--- config.mk ---
export PLATFORM = sky130hd
export DESIGN_NAME = vending_machine_param_flat
export DESIGN_NICKNAME = d
export VERILOG_FILES = /design/src/rtl/vending_machine_param_if.sv /design/src/rtl/vending_machine_param.sv /design/src/flat_wrapper.sv
export SDC_FILE = /design/constraint.sdc
export NUM_CORES = 1
export LEC_CHECK = 0
export ABC_AREA = 1
export CORE_MARGIN = 2
export CORE_UTILIZATION = 51
export DETAILED_ROUTE_END_ITERATION = 8
export HOLD_SLACK_MARGIN = 0.05
export PLACE_DENSITY = 0.86
export SETUP_SLACK_MARGIN = 0.2
export SYNTH_ARGS = -nofsm -noshare
export SYNTH_HDL_FRONTEND = slang
export SYNTH_SLANG_ARGS = --single-unit
--- constraint.sdc ---
create_clock -name clk -period 2.2 [get_ports clk]
set_input_delay 0.22 -clock clk [delete_from_list [all_inputs] [get_ports clk]]
set_output_delay 0.22 -clock clk [all_outputs]
set_load 0.005 [all_outputs]
--- src/rtl/vending_machine_param_if.sv ---
// Coin-acceptor / dispenser bundle for vending_machine_param.
// master = front end and drivers, slave = the vending machine.
interface vending_machine_param_if #(
    parameter int CREDIT_W = 4
);
    logic                coin_valid;
    logic [1:0]          coin_code;
    logic                cancel;
    logic [CREDIT_W-1:0] credit;
    logic                dispense;
    logic                change_pulse;
    logic                coin_reject;
    logic                busy;
    logic                sold_out;

    modport master (
        output coin_valid,
        output coin_code,
        output cancel,
        input  credit,
        input  dispense,
        input  change_pulse,
        input  coin_reject,
        input  busy,
        input  sold_out
    );

    modport slave (
        input  coin_valid,
        input  coin_code,
        input  cancel,
        output credit,
        output dispense,
        output change_pulse,
        output coin_reject,
        output busy,
        output sold_out
    );
endinterface

--- src/rtl/vending_machine_param.sv ---
// Coin-credit vending FSM: vends at PRICE, returns change one unit per pulse.
// Define VENDING_STOCK_COUNT_EN to add a stock counter driving sold_out.
module vending_machine_param #(
    parameter int PRICE      = 3,
    parameter int MAX_CREDIT = 10,
    parameter int CREDIT_W   = 4,
    parameter int STOCK_W    = 4,
    parameter int STOCK_INIT = 8
) (
    input  logic                   clk,
    input  logic                   rst,
    vending_machine_param_if.slave bus
);
    localparam int SW = CREDIT_W + 1;
    localparam logic [SW-1:0] PRICE_X = SW'(PRICE);
    localparam logic [SW-1:0] MAX_X   = SW'(MAX_CREDIT);

    typedef enum logic [1:0] {
        ST_IDLE,
        ST_CREDIT,
        ST_VEND,
        ST_CHANGE
    } state_t;

    state_t              state;
    logic [CREDIT_W-1:0] credit_q;
    logic                dispense_q;
    logic                change_q;
    logic                reject_q;
    logic                busy_q;

    logic [SW-1:0] value;
    logic [SW-1:0] sum;
    logic [SW-1:0] rem;
    logic          open_st;
    logic          accept;
    logic          blocked;

    always_comb begin
        value = '0;
        unique case (1'b1)
            (bus.coin_code == 2'd0): value = SW'(1);
            (bus.coin_code == 2'd1): value = SW'(2);
            (bus.coin_code == 2'd2): value = SW'(5);
            (bus.coin_code == 2'd3): value = '0;
        endcase
    end

    // One bit wider than credit so neither the add nor the subtract wraps
    assign sum     = {1'b0, credit_q} + value;
    assign rem     = {1'b0, credit_q} - PRICE_X;
    assign open_st = (state == ST_IDLE) || (state == ST_CREDIT);
    assign accept  = bus.coin_valid
                  && (bus.coin_code != 2'd3)
                  && open_st
                  && !bus.cancel
                  && (sum <= MAX_X)
                  && !blocked;

    always_ff @(posedge clk or negedge rst) begin
        if (!rst) begin
            state      <= ST_IDLE;
            credit_q   <= '0;
            dispense_q <= 1'b0;
            change_q   <= 1'b0;
            reject_q   <= 1'b0;
            busy_q     <= 1'b0;
        end else begin
            dispense_q <= 1'b0;
            change_q   <= 1'b0;
            busy_q     <= 1'b0;
            reject_q   <= bus.coin_valid && !accept;
            unique case (state)
                ST_IDLE, ST_CREDIT: begin
                    if (accept) begin
                        credit_q <= sum[CREDIT_W-1:0];
                        if (sum >= PRICE_X) begin
                            state      <= ST_VEND;
                            dispense_q <= 1'b1;
                            busy_q     <= 1'b1;
                        end else begin
                            state <= ST_CREDIT;
                        end
                    end else if ((state == ST_CREDIT) && bus.cancel) begin
                        state    <= ST_CHANGE;
                        change_q <= 1'b1;
                        busy_q   <= 1'b1;
                    end
                end
                ST_VEND: begin
                    credit_q <= rem[CREDIT_W-1:0];
                    if (rem != '0) begin
                        state    <= ST_CHANGE;
                        change_q <= 1'b1;
                        busy_q   <= 1'b1;
                    end else begin
                        state <= ST_IDLE;
                    end
                end
                ST_CHANGE: begin
                    // Last owed unit is being paid in this cycle
                    if (credit_q <= CREDIT_W'(1)) begin
                        state    <= ST_IDLE;
                        credit_q <= '0;
                    end else begin
                        credit_q <= credit_q - CREDIT_W'(1);
                        change_q <= 1'b1;
                        busy_q   <= 1'b1;
                    end
                end
                default: begin
                    state    <= ST_IDLE;
                    credit_q <= '0;
                end
            endcase
        end
    end

`ifdef VENDING_STOCK_COUNT_EN
    logic [STOCK_W-1:0] stock;
    logic               sold_q;

    // Stock is taken when the vend cycle completes
    always_ff @(posedge clk or negedge rst) begin
        if (!rst) begin
            stock  <= STOCK_W'(STOCK_INIT);
            sold_q <= (STOCK_INIT == 0);
        end else if ((state == ST_VEND) && (stock != '0)) begin
            stock  <= stock - STOCK_W'(1);
            sold_q <= (stock == STOCK_W'(1));
        end
    end

    assign blocked      = sold_q;
    assign bus.sold_out = sold_q;
`else
    logic unused_cfg;

    assign unused_cfg   = ^{32'(STOCK_W), 32'(STOCK_INIT)};
    assign blocked      = 1'b0;
    assign bus.sold_out = 1'b0;
`endif

    assign bus.credit       = credit_q;
    assign bus.dispense     = dispense_q;
    assign bus.change_pulse = change_q;
    assign bus.coin_reject  = reject_q;
    assign bus.busy         = busy_q;

endmodule

--- src/flat_wrapper.sv ---
// flat-port wrapper written by rule: the top's interface ports become plain ports
module vending_machine_param_flat 
#(
    parameter int PRICE      = 3,
    parameter int MAX_CREDIT = 10,
    parameter int CREDIT_W   = 4,
    parameter int STOCK_W    = 4,
    parameter int STOCK_INIT = 8
)
  (clk, rst, bus_coin_valid, bus_coin_code, bus_cancel, bus_credit, bus_dispense, bus_change_pulse, bus_coin_reject, bus_busy, bus_sold_out);
  vending_machine_param_if #(.CREDIT_W(CREDIT_W)) bus_i ();
  input  logic clk;
  input  logic rst;
  input wire logic [$bits(bus_i.coin_valid)-1:0] bus_coin_valid;
  input wire logic [$bits(bus_i.coin_code)-1:0] bus_coin_code;
  input wire logic [$bits(bus_i.cancel)-1:0] bus_cancel;
  output wire logic [$bits(bus_i.credit)-1:0] bus_credit;
  output wire logic [$bits(bus_i.dispense)-1:0] bus_dispense;
  output wire logic [$bits(bus_i.change_pulse)-1:0] bus_change_pulse;
  output wire logic [$bits(bus_i.coin_reject)-1:0] bus_coin_reject;
  output wire logic [$bits(bus_i.busy)-1:0] bus_busy;
  output wire logic [$bits(bus_i.sold_out)-1:0] bus_sold_out;
  assign bus_i.coin_valid = bus_coin_valid;
  assign bus_i.coin_code = bus_coin_code;
  assign bus_i.cancel = bus_cancel;
  assign bus_credit = bus_i.credit;
  assign bus_dispense = bus_i.dispense;
  assign bus_change_pulse = bus_i.change_pulse;
  assign bus_coin_reject = bus_i.coin_reject;
  assign bus_busy = bus_i.busy;
  assign bus_sold_out = bus_i.sold_out;
  vending_machine_param #(.PRICE(PRICE), .MAX_CREDIT(MAX_CREDIT), .CREDIT_W(CREDIT_W), .STOCK_W(STOCK_W), .STOCK_INIT(STOCK_INIT)) u_core (.clk(clk), .rst(rst), .bus(bus_i));
endmodule
Run 1, track usage over the die:
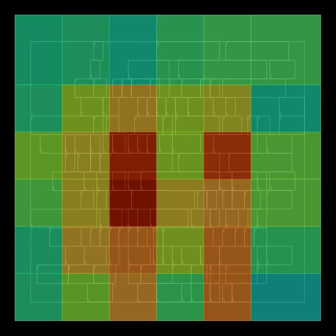
final core utilization: 71.0%
total global routing track utilization: 20.7%
GR met2 Demand/Resource: 38.3%
met1 usage: 23.6%

Run 1, clock network drawn from the DEF:
(12 px per µm)
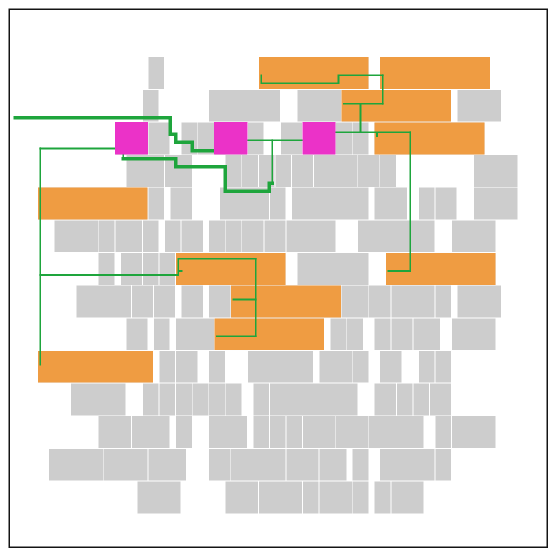
magenta -> clock drivers  # count 3
orange -> flip-flops  # count 10
green -> clock wires  # length 148 µm
routed clock nets = 4
power of the clock network: 0.000124 W
Fin Clk Skew: 0.00557 ns
clock insertion delay at the later pin of the skew report: 0.26 ns
part of the total power dissipated in the clock network: 7.8%

==> flow_metrics.tcl, run 1 <==
# flow metrics
set metrics [dict create \
    outcome "completed" \
    largest_net_degree_at_the_start_of_global_routing 11 \
    layout_top_cells_excl_fill_tap "sky130_fd_sc_hd__nand2_1, sky130_fd_sc_hd__inv_1, sky130_fd_sc_hd__clkdlybuf4s50_1, sky130_fd_sc_hd__dfrtp_1, sky130_fd_sc_hd__nand3_1" \
    synth_top_area_share_pct 29.6 \
    yosys_cells 113 \
    synth_warnings 0 \
    worstPathRequired_ns 2.36 \
    cp-startpoint "bus_coin_code[1]" \
    cts_hold_buffers 0 \
    cp_slowest_cell "sky130_fd_sc_hd__clkdlybuf4s50_1" \
    postSynthSeqShare_pct 29.6 \
    vias 825 \
    tap_cells 16 \
    post_cts.resized_instances 0 \
    drt-met1-wl_um 803 \
    setup_slack_ns 0.281 \
    ys_top_cells_by_count "sky130_fd_sc_hd__nand2_1, sky130_fd_sc_hd__inv_1, sky130_fd_sc_hd__dfrtp_1" \
    final_cells 150 \
    critical_path.n_buffers_inverters 4 \
    dp_hpwl_um 1520 \
    power.internal_w 0.000806 \
    worst_r2r_startpoint "u_core.bus.credit[0]$_DFFE_PN0P_" \
    rsz0062_at_grt "no" \
    floorplan.core_area_um2 1520 \
    fraction_of_synthesis_flops_using_an_asynchronous_set_or_reset_pin_pct 100 \
    ant_nets 0 \
    seq_power_share_pct 24.2 \
    n_multi_input_combinational_cell 83 \
    post_layout_inst_area_um2 1080 \
    netlist_logic_family_top "simple AND/OR/NAND/NOR gates" \
    timing.critical_path.cells "clkdlybuf4s50_1, buf_4, inv_1, nor2_1, ha_1, inv_1, nand2_1, nand3_1, nand2_1, nand2_1, nand3_2, nand2_1, nand2_1, nand2_1, nand2_1" \
]
Run 1, floorplan with the power grid:
(8 px per µm) Pins as bars on the die edge.
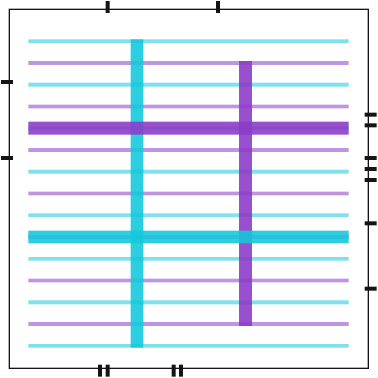
cyan -> VSS
purple -> VDD
met4 straps = 2
rows = 14
met1 rails = 15

Run 1, where the registers sit:
(12 px per µm)
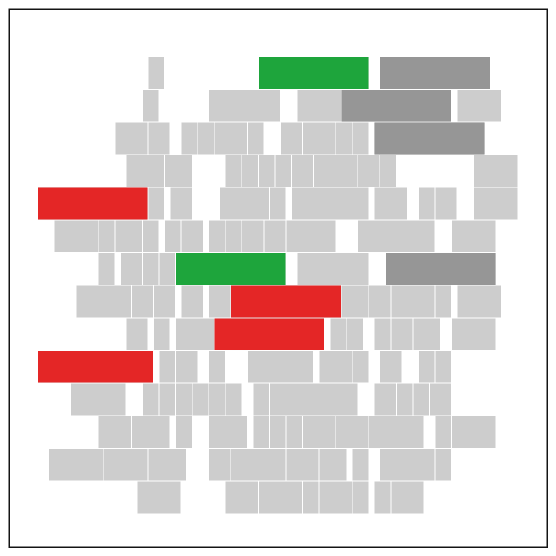
green -> u_core.state  # sequential cells 2
red -> u_core.bus.credit  # sequential cells 4

Run 1, placed cells, one colour a class:
(12 px per µm) Fill, decap, tap and diode cells in grey.
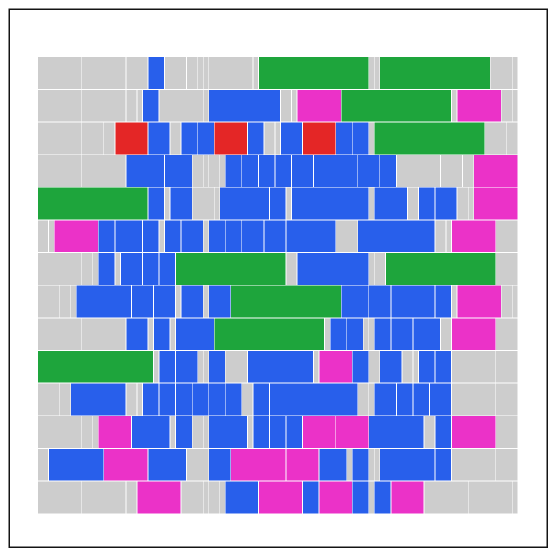

==> run 1 -> run 2 <==
--- a/config.mk
+++ b/config.mk
@@ -7,10 +7,11 @@
 export LEC_CHECK = 0
 export ABC_AREA = 1
 export CORE_MARGIN = 2
-export CORE_UTILIZATION = 51
+export CORE_UTILIZATION = 60
 export DETAILED_ROUTE_END_ITERATION = 8
+export DONT_BUFFER_PORTS = 1
 export HOLD_SLACK_MARGIN = 0.05
-export PLACE_DENSITY = 0.86
+export PLACE_DENSITY = 0.84
 export SETUP_SLACK_MARGIN = 0.2
 export SYNTH_ARGS = -nofsm -noshare
 export SYNTH_HDL_FRONTEND = slang
Run 2, placed cells, one colour a class:
(12 px per µm) Fill, decap, tap and diode cells in grey.
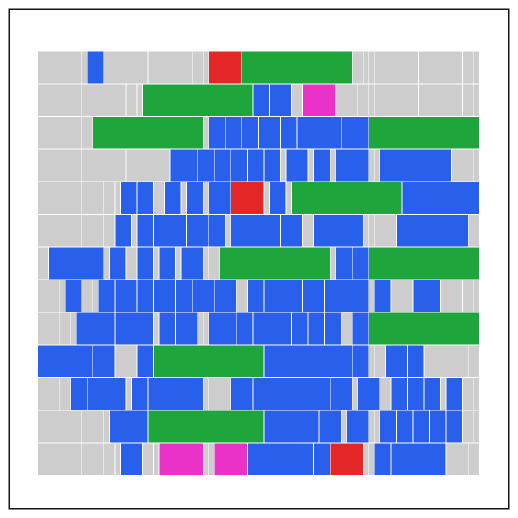
blue -> combinational and other logic  # cells 101
green -> flops  # cells 10
magenta -> other buffers and delay cells  # cells 3
red -> clock drivers  # cells 3
register fraction of the total cell area: 27.3%
core region area: 1300 µm²
cell row count: 13

==> run 2 against run 1 <==
Against the previous run: critical path depth decreased by 4; highest routed layer unchanged; sequential share of layout area increased by 4.0 points; worst hold slack got worse by 0.19 ns; clock power increased by about 10%; fmax about the same; worst setup slack got worse by 0.00052 ns; non-clock buffer count decreased by 17; first-iteration DRC count increased by 120%.
==> flow_metrics.tcl, run 2 <==
# flow metrics
set metrics [dict create \
    flop_cell "sky130_fd_sc_hd__dfrtp_1" \
    largest_net_degree_at_the_start_of_global_routing 11 \
    power.internal_w 0.000687 \
    postLayoutCoreUtil_pct 70.9 \
    layout_top_cells_excl_fill_tap "sky130_fd_sc_hd__nand2_1, sky130_fd_sc_hd__inv_1, sky130_fd_sc_hd__dfrtp_1, sky130_fd_sc_hd__nand3_1, sky130_fd_sc_hd__nor2_1" \
    postSynthSeqShare_pct 29.6 \
    worst_r2r_startpoint "u_core.bus.credit[0]$_DFFE_PN0P_" \
    rsz0062_at_grt "no" \
    clock_insertion_delay_at_the_later_pin_of_the_skew_report_ns 0.28 \
    global_route.usage.total_pct 23.4 \
    yosys_cells 113 \
    post_layout_inst_area_um2 922 \
    netlist_logic_family_top "simple AND/OR/NAND/NOR gates" \
    setup_slack_ns 0.280 \
    dp_hpwl_um 1410 \
    cts_hold_buffers 1 \
    power_sequential_w 0.000391 \
    drt-met1-wl_um 740 \
    critical_path.n_buffers_inverters 2 \
    vias 749 \
    post_cts.resized_instances 0 \
    grtUsageMet1_pct 31.7 \
    worstPathRequired_ns 2.40 \
    grt.met2_usage_pct 35.3 \
    synth_top_area_share_pct 29.6 \
    ant_nets 0 \
    n_multi_input_combinational_cell 83 \
    seq_power_share_pct 26.8 \
    cp_slowest_cell "sky130_fd_sc_hd__fa_1" \
    min_from "bus_coin_valid" \
    clkPwrFrac_pct 9.3 \
    yosys.area_share.xor_xnor_pct 3.11 \
    layout_top_cell_excl_fill_tap "sky130_fd_sc_hd__nand2_1" \
    fraction_of_synthesis_flops_using_an_asynchronous_set_or_reset_pin_pct 100 \
    tap_cells 15 \
    cellLeakagePower_nw 0.472 \
    ys_top_cells_by_count "sky130_fd_sc_hd__nand2_1, sky130_fd_sc_hd__inv_1, sky130_fd_sc_hd__dfrtp_1" \
    skew_ns 0.00749 \
    cp-startpoint "u_core.bus.credit[0]$_DFFE_PN0P_" \
    final_cells 132 \
    outcome "completed" \
    grt_busiest_layer "met2" \
]
Run 2, clock network drawn from the DEF:
(12 px per µm)
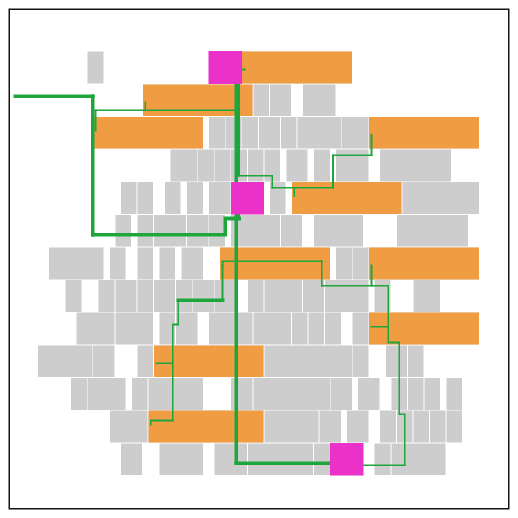
magenta -> clock drivers  # count 3
green -> clock wires  # length 183 µm
orange -> flip-flops  # count 10
routed clock nets = 4

==> run 2 -> run 3 <==
--- a/config.mk
+++ b/config.mk
@@ -8,6 +8,7 @@
 export ABC_AREA = 1
 export CORE_MARGIN = 2
 export CORE_UTILIZATION = 60
+export CTS_CLUSTER_SIZE = 8
 export DETAILED_ROUTE_END_ITERATION = 8
 export DONT_BUFFER_PORTS = 1
 export HOLD_SLACK_MARGIN = 0.05
Run 3, floorplan with the power grid:
(10 px per µm) Pins as bars on the die edge.
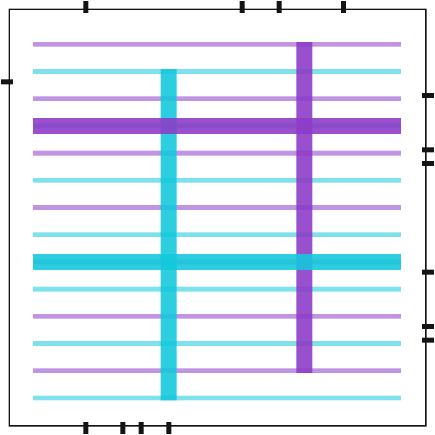
purple -> VDD
cyan -> VSS
signal pins = 15
met5 straps = 2

Run 3, clock network drawn from the DEF:
(12 px per µm)
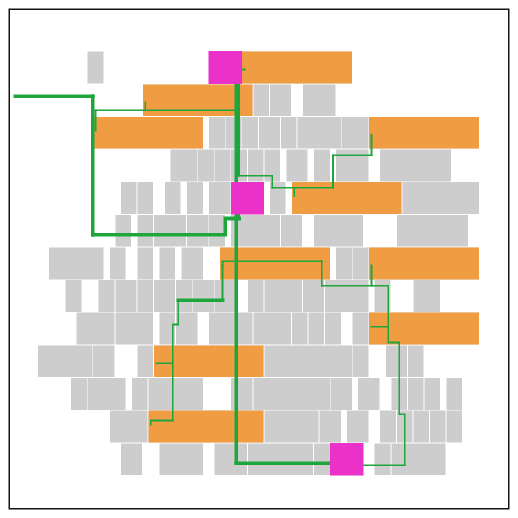
magenta -> clock drivers  # count 3
green -> clock wires  # length 183 µm
orange -> flip-flops  # count 10
routed clock nets = 4

==> run 3 against run 2 <==
Against the previous run: worst setup slack is the same; worst hold slack unchanged; core utilization unchanged; total power is the same; first-iteration DRC count is the same; count of clock-buffer cells in the layout unchanged; critical endpoint unchanged; combinational power hardly changed; clock power is essentially flat; sequential power hardly changed.
==> flow_metrics.tcl, run 3 <==
# flow metrics
set metrics [dict create \
    outcome "completed" \
    final_cells 132 \
    cellLeakagePower_nw 0.472 \
    layout_top_cell_excl_fill_tap "sky130_fd_sc_hd__nand2_1" \
    floorplan.core_area_um2 1300 \
    yosys_cells 113 \
    n_multi_input_combinational_cell 83 \
    drt-met1-wl_um 740 \
    seq_power_share_pct 26.8 \
    cp_slowest_cell "sky130_fd_sc_hd__fa_1" \
    tap_cells 15 \
    synth_top_area_share_pct 29.6 \
    vias 749 \
    rsz0062_at_grt "no" \
    rows 13 \
    ys_top_cells_by_count "sky130_fd_sc_hd__nand2_1, sky130_fd_sc_hd__inv_1, sky130_fd_sc_hd__dfrtp_1" \
    post_cts.resized_instances 0 \
    critical_path.n_buffers_inverters 2 \
    layout_top_cells_excl_fill_tap "sky130_fd_sc_hd__nand2_1, sky130_fd_sc_hd__inv_1, sky130_fd_sc_hd__dfrtp_1, sky130_fd_sc_hd__nand3_1, sky130_fd_sc_hd__nor2_1" \
    largest_net_degree_at_the_start_of_global_routing 11 \
    clock_insertion_delay_at_the_later_pin_of_the_skew_report_ns 0.28 \
    power_sequential_w 0.000391 \
    synth_warnings 0 \
    seqAreaFraction_pct 27.3 \
    power.internal_w 0.000687 \
    postLayoutCoreUtil_pct 70.9 \
    p_clk_w 0.000136 \
    clkPwrFrac_pct 9.3 \
    min_from "bus_coin_valid" \
    cp-startpoint "u_core.bus.credit[0]$_DFFE_PN0P_" \
    grtUsageMet1_pct 31.7 \
]
Power figures rest on the tool's default switching activity, not on a simulated workload.
